`src/rtl/if_pkg.sv`:
```
// ============================================================================
// Module   : if_pkg
// Brief    : Shared constants and queue-entry type for the instruction fetch stage.
// Revision : 1.0
// ============================================================================
`default_nettype none

package if_pkg;

   localparam int XLEN = 32;
   localparam logic [XLEN-1:0] NOP_INSTR = 32'h0000_0013;

   typedef struct packed {
      logic [XLEN-1:0] pc;
      logic [XLEN-1:0] instr;
      logic            done;
   } fetch_entry_t;

endpackage

`default_nettype wire

```
`src/rtl/fetch_queue.sv`:
```
// ============================================================================
// Module   : fetch_queue
// Brief    : In-order circular buffer of fetch entries with push, fill-oldest-pending,
//            pop, clear and occupancy/pending counts.
// Revision : 1.0
// ============================================================================
`default_nettype none

module fetch_queue
   import if_pkg::*;
#(
   parameter int DEPTH = 2,
   localparam int AW   = $clog2(DEPTH)
) (
   input  logic            clk_i,
   input  logic            rst_i,
   input  logic            clear_i,
   input  logic            push_i,
   input  logic [XLEN-1:0] push_pc_i,
   input  logic            fill_i,
   input  logic [XLEN-1:0] fill_instr_i,
   input  logic            pop_i,
   output fetch_entry_t    head_o,
   output logic [AW:0]     count_o,
   output logic [AW:0]     pending_o
);

   fetch_entry_t    r_mem [DEPTH];
   logic [AW-1:0]   r_head;
   logic [AW-1:0]   r_tail;
   logic [AW:0]     r_count;
   logic [AW:0]     r_pend;
   logic [AW-1:0]   w_fill_idx;

   // Responses return in order, so pending entries are always the youngest ones:
   // the oldest pending entry sits just past the completed ones at the head.
   assign w_fill_idx = r_head + AW'(r_count - r_pend);

   always_ff @(posedge clk_i) begin
      if (rst_i || clear_i) begin
         r_head  <= '0;
         r_tail  <= '0;
         r_count <= '0;
         r_pend  <= '0;
      end else begin
         if (push_i) begin
            r_mem[r_tail] <= '{pc: push_pc_i, instr: '0, done: 1'b0};
            r_tail        <= r_tail + AW'(1);
         end
         if (fill_i) begin
            r_mem[w_fill_idx].instr <= fill_instr_i;
            r_mem[w_fill_idx].done  <= 1'b1;
         end
         if (pop_i) begin
            r_head <= r_head + AW'(1);
         end
         r_count <= r_count + (AW+1)'(push_i) - (AW+1)'(pop_i);
         r_pend  <= r_pend  + (AW+1)'(push_i) - (AW+1)'(fill_i);
      end
   end

   assign head_o    = r_mem[r_head];
   assign count_o   = r_count;
   assign pending_o = r_pend;

endmodule

`default_nettype wire

```
`src/rtl/if_fetch_stage.sv`:
```
// ============================================================================
// Module   : if_fetch_stage
// Brief    : Instruction fetch stage: PC register, in-order imem requests, response
//            drop counting after redirects, and the {pc, instr} output to IF/ID.
// Revision : 1.0
// ============================================================================
`default_nettype none

module if_fetch_stage
   import if_pkg::*;
#(
   parameter int         W        = 32,
   parameter int         DEPTH    = 2,
   parameter logic [W-1:0] RESET_PC = '0
) (
   input  logic         clk_i,
   input  logic         rst_i,
   input  logic         stall_i,
   input  logic         redirect_i,
   input  logic [W-1:0] redirect_pc_i,
   output logic         imem_req_valid_o,
   input  logic         imem_req_ready_i,
   output logic [W-1:0] imem_addr_o,
   input  logic         imem_rsp_valid_i,
   input  logic [W-1:0] imem_rsp_data_i,
   output logic [W-1:0] pc_o,
   output logic [W-1:0] instr_o,
   output logic         valid_o,
   output logic         flush_o
);

   localparam int AW = $clog2(DEPTH);

   logic [W-1:0]   r_pc;
   logic [AW:0]    r_drop;
   logic [AW:0]    w_count;
   logic [AW:0]    w_pend;
   logic [AW+1:0]  w_inflight;
   logic [AW+1:0]  w_outstanding;
   fetch_entry_t   w_head;
   logic           w_req;
   logic           w_accept;
   logic           w_fill;
   logic           w_pop;
   logic           w_valid;

   // Queue slots plus stale in-flight requests share the DEPTH budget, which keeps
   // drop_cnt bounded by DEPTH. Decision uses pre-pop occupancy.
   assign w_inflight    = (AW+2)'(w_count) + (AW+2)'(r_drop);
   assign w_outstanding = (AW+2)'(w_pend) + (AW+2)'(r_drop);
   assign w_req         = !rst_i && !redirect_i && (w_inflight < (AW+2)'(DEPTH));
   assign w_accept      = w_req && imem_req_ready_i;
   assign w_fill        = imem_rsp_valid_i && (r_drop == '0) && !redirect_i;
   assign w_valid       = (w_count != '0) && w_head.done;
   assign w_pop         = w_valid && !stall_i && !redirect_i;

   always_ff @(posedge clk_i) begin
      if (rst_i) begin
         r_pc   <= RESET_PC;
         r_drop <= '0;
      end else if (redirect_i) begin
         r_pc   <= redirect_pc_i & ~W'(3);
         r_drop <= r_drop + w_pend - (AW+1)'(imem_rsp_valid_i);
      end else begin
         if (w_accept) begin
            r_pc <= r_pc + W'(4);
         end
         if (imem_rsp_valid_i && (r_drop != '0)) begin
            r_drop <= r_drop - (AW+1)'(1);
         end
      end
   end

   fetch_queue #(
      .DEPTH (DEPTH)
   ) u_queue (
      .clk_i        (clk_i),
      .rst_i        (rst_i),
      .clear_i      (redirect_i),
      .push_i       (w_accept),
      .push_pc_i    (r_pc),
      .fill_i       (w_fill),
      .fill_instr_i (imem_rsp_data_i),
      .pop_i        (w_pop),
      .head_o       (w_head),
      .count_o      (w_count),
      .pending_o    (w_pend)
   );

   assign imem_req_valid_o = w_req;
   assign imem_addr_o      = r_pc;
   assign valid_o          = w_valid;
   assign pc_o             = w_valid ? w_head.pc : '0;
   assign instr_o          = w_valid ? w_head.instr : NOP_INSTR;
   assign flush_o          = redirect_i && !rst_i;

   a_rsp_outstanding : assert property (@(posedge clk_i) disable iff (rst_i)
      imem_rsp_valid_i |-> (w_outstanding != '0));
   a_drop_bound : assert property (@(posedge clk_i) disable iff (rst_i)
      r_drop <= (AW+1)'(DEPTH));

endmodule

`default_nettype wire

```
`config.mk`:
```
export PLATFORM = sky130hd
export DESIGN_NAME = if_fetch_stage
export DESIGN_NICKNAME = d
export VERILOG_FILES = /design/src/rtl/if_pkg.sv /design/src/rtl/fetch_queue.sv /design/src/rtl/if_fetch_stage.sv
export SDC_FILE = /design/constraint.sdc
export NUM_CORES = 1
export LEC_CHECK = 0
export ABC_CLOCK_PERIOD_IN_PS = 9300
export CAP_MARGIN = 20
export CORE_MARGIN = 2
export CORE_UTILIZATION = 53
export CTS_BUF_LIST = sky130_fd_sc_hd__clkbuf_8
export DETAILED_ROUTE_END_ITERATION = 8
export PLACE_DENSITY = 0.81
export SKIP_CTS_REPAIR_TIMING = 1
export SLEW_MARGIN = 20
export SYNTH_ARGS = -nofsm -noshare
export SYNTH_HDL_FRONTEND = slang
export SYNTH_HIERARCHICAL = 1
export SYNTH_SLANG_ARGS = --single-unit
```
`constraint.sdc`:
```
create_clock -name clk_i -period 9.3 [get_ports clk_i]
set_input_delay 0.93 -clock clk_i [delete_from_list [all_inputs] [get_ports clk_i]]
set_output_delay 0.93 -clock clk_i [all_outputs]
set_load 0.05 [all_outputs]
```
**The metal 1 layer**

(4 px per micron) Supply wires on this layer in gray.
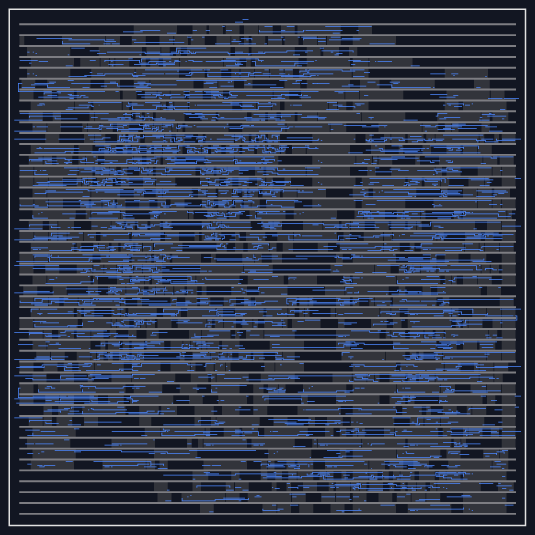
nets with wire on the layer: 822
main direction: horizontal
share of all routed wire: 43%

**Met2 routing**

(4 px per micron)
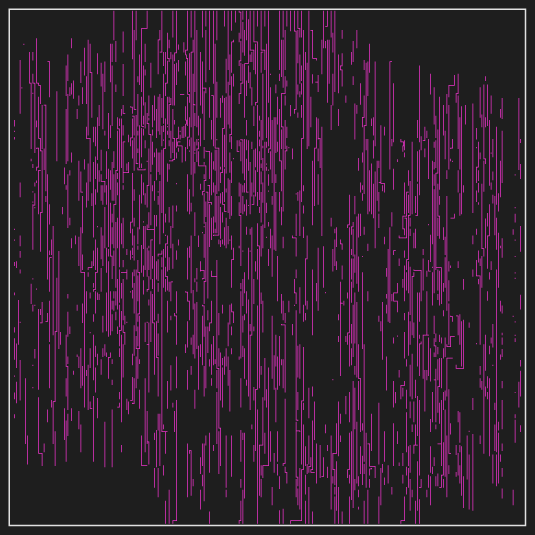
share of all routed wire: 48%
longest straight run: 45.6 microns
main direction: vertical
nets with wire on the layer: 814
wire length on this layer: 9230 microns

**The metal 3 layer**

(4 px per micron)
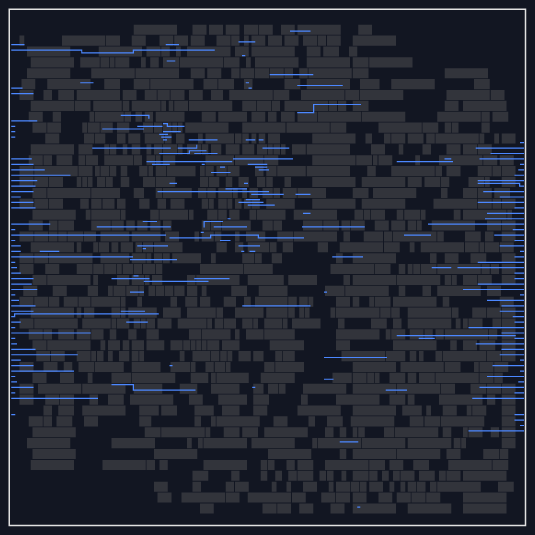
share of all routed wire: 6.7%
main direction: horizontal
wire length on this layer: 1300 microns
longest straight run: 38.4 microns
nets with wire on the layer: 156

==> impl_metrics.env <==
# implementation run metrics
export IMPL_yosysMostFrequentCell="edfxtp_1"
export IMPL_final_nets=924
export IMPL_ys_seq_frac=0.5660
export IMPL_clock_path_buffers=2
export IMPL_antenna_found_initial=0
export IMPL_die_w_microns=128.7
export IMPL_power_total_w=0.001648
export IMPL_finClkSkew_ps=8.316
export IMPL_ff_type="edfxtp_1"
export IMPL_worst_slew_pin_slew_ps=1040
export IMPL_coreArea_sq_um=15200
export IMPL_path_cells="buf_4 > nand2_1 > o21ai_0 > o21a_4 > and2_1 > clkdlybuf4s50_1"
export IMPL_fillCellCount=1132
export IMPL_grt_max_degree=69
export IMPL_slew_violations=0
export IMPL_ys_cells=696
export IMPL_hold_slack_ps=479.5
export IMPL_crit_path_max_fanout=66
export IMPL_wire_per_inst_microns=18.47
export IMPL_htree_levels=4
export IMPL_grt_busiest_layer="met2"
export IMPL_syn_cell_area_sq_um=8240
export IMPL_setup_viol=0
export IMPL_slew_headroom=0.3040
export IMPL_cp_num_buf_inv=2
export IMPL_area_leaders="edfxtp_1, dfxtp_1, mux2_2"
export IMPL_cts_buffers=17
export IMPL_top_area_cell="edfxtp_1"
export IMPL_internal_power_w=0.001229
export IMPL_grt_pass1_vias=6159
export IMPL_fmax_mhz=217.0
export IMPL_cp_required_ps=8370
export IMPL_whs_endpoint="u_queue/r_mem[1][0]"
export IMPL_die_area_sq_um=16560
export IMPL_dp_cells=1014
export IMPL_drive_above_1_share=0.1622
export IMPL_final_cells=1045
export IMPL_die_y_microns=128.7
export IMPL_start_kind="flop"
export IMPL_wl_met3_mm=1.299
export IMPL_max_stage_delay_ps=820
export IMPL_synth_edff_count=128
export IMPL_placedInstanceArea_sq_um=9998
export IMPL_layout_top_cell="clkdlybuf4s50_1"
export IMPL_layout_top_cells="clkdlybuf4s50_1, edfxtp_1, and2_1, mux2_2, nor3_1"
export IMPL_yosysTopAreaCellShare=0.4664
export IMPL_power_leakage_nw=3.741
export IMPL_diodes=0
export IMPL_clk_latency_ps=450
export IMPL_vias=6037
export IMPL_worstPathArrival_ps=3680
export IMPL_holdCritStartpoint="u_queue/r_mem[1][0]"
export IMPL_antenna_left=0
export IMPL_top_layer="met4"
export IMPL_pin_count=169
export IMPL_pwr_group_clock_w=0.000576
export IMPL_met1_length_mm=8.261
export IMPL_syn_avg_cell_area_sq_um=11.84
export IMPL_place_gp_congestion=0.8073
export IMPL_tool_warnings=28
export IMPL_fin_ws_ps=4692
export IMPL_hold_class="reg2reg"
export IMPL_p_per_area_nw_per_um2=157.8
export IMPL_via_per_inst=5.777
export IMPL_dr_pass1_iters=5
export IMPL_cts_tree="yes"
export IMPL_clock_sinks=169
export IMPL_wl_mm=19.30
export IMPL_final_area_sq_um=10440
export IMPL_grt_overflow=0
export IMPL_top_cells_by_count="edfxtp_1, and2_1, mux2_2, nor3_1, inv_1"
export IMPL_p_comb_w=0.000218
export IMPL_finalHoldViolCount=0
export IMPL_slowest_stage="clkdlybuf4s50_1"
export IMPL_wl_met2_mm=9.232
export IMPL_drt_iter0_drc=387
export IMPL_powerSeq_w=0.000854
export IMPL_initial_core_util=0.5421
export IMPL_synth_cells=696
export IMPL_outcome="completed"
export IMPL_seq_power_share=0.518
export IMPL_async_flop_share=0
export IMPL_ys_chip_area_sq_um=8240
export IMPL_swShare=0.2543
export IMPL_xor_share=0.02596
export IMPL_top_power_group="registers"
export IMPL_rows=45
export IMPL_totalNegativeSetupSlack_ps=0
export IMPL_gr_usage_met1=0.3014
export IMPL_synth_seq_cells=169
**Metal 4**

(3 px per micron) Supply wires on this layer in gray.
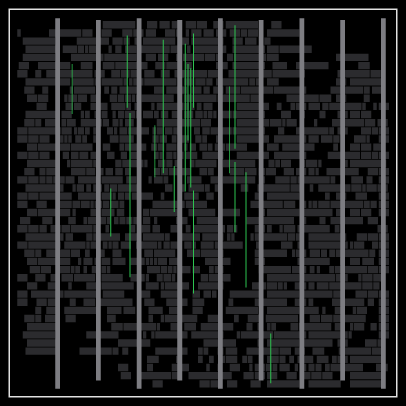
wire length on this layer: 505 microns
longest straight run: 54.4 microns
share of all routed wire: 2.6%

**Track usage over the die**

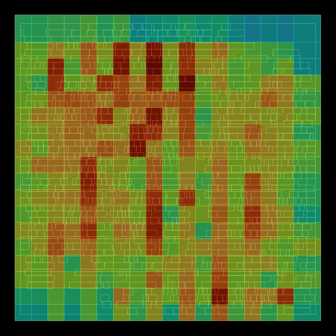
grt met3 use: 0.05904
met2 Usage GRT: 0.3866

==> area by class of cell <==
| class | instances | area share |
|---|---|---|
| sequential | 169 | 0.4467 |
| multi-input combinational | 434 | 0.3067 |
| timing repair buffer | 174 | 0.1644 |
| tap | 188 | 0.02252 |
| clock buffer | 17 | 0.02240 |
| clock inverter | 14 | 0.01965 |
| inverter | 49 | 0.01761 |
==> tightest hold or removal path: stages (launching register included) <==
cell and delay (ps):
dfxtp_1 320, inv_1 50, o22ai_1 70
==> registers in the layout, indices dropped and copies added, names as in the netlist, named ones only <==
signal,cells
u_queue/r_tail,1
r_drop,2
u_queue/pending_o,2
u_queue/r_mem,130
u_queue/r_head,1
imem_addr_o,30
u_queue/count_o,2
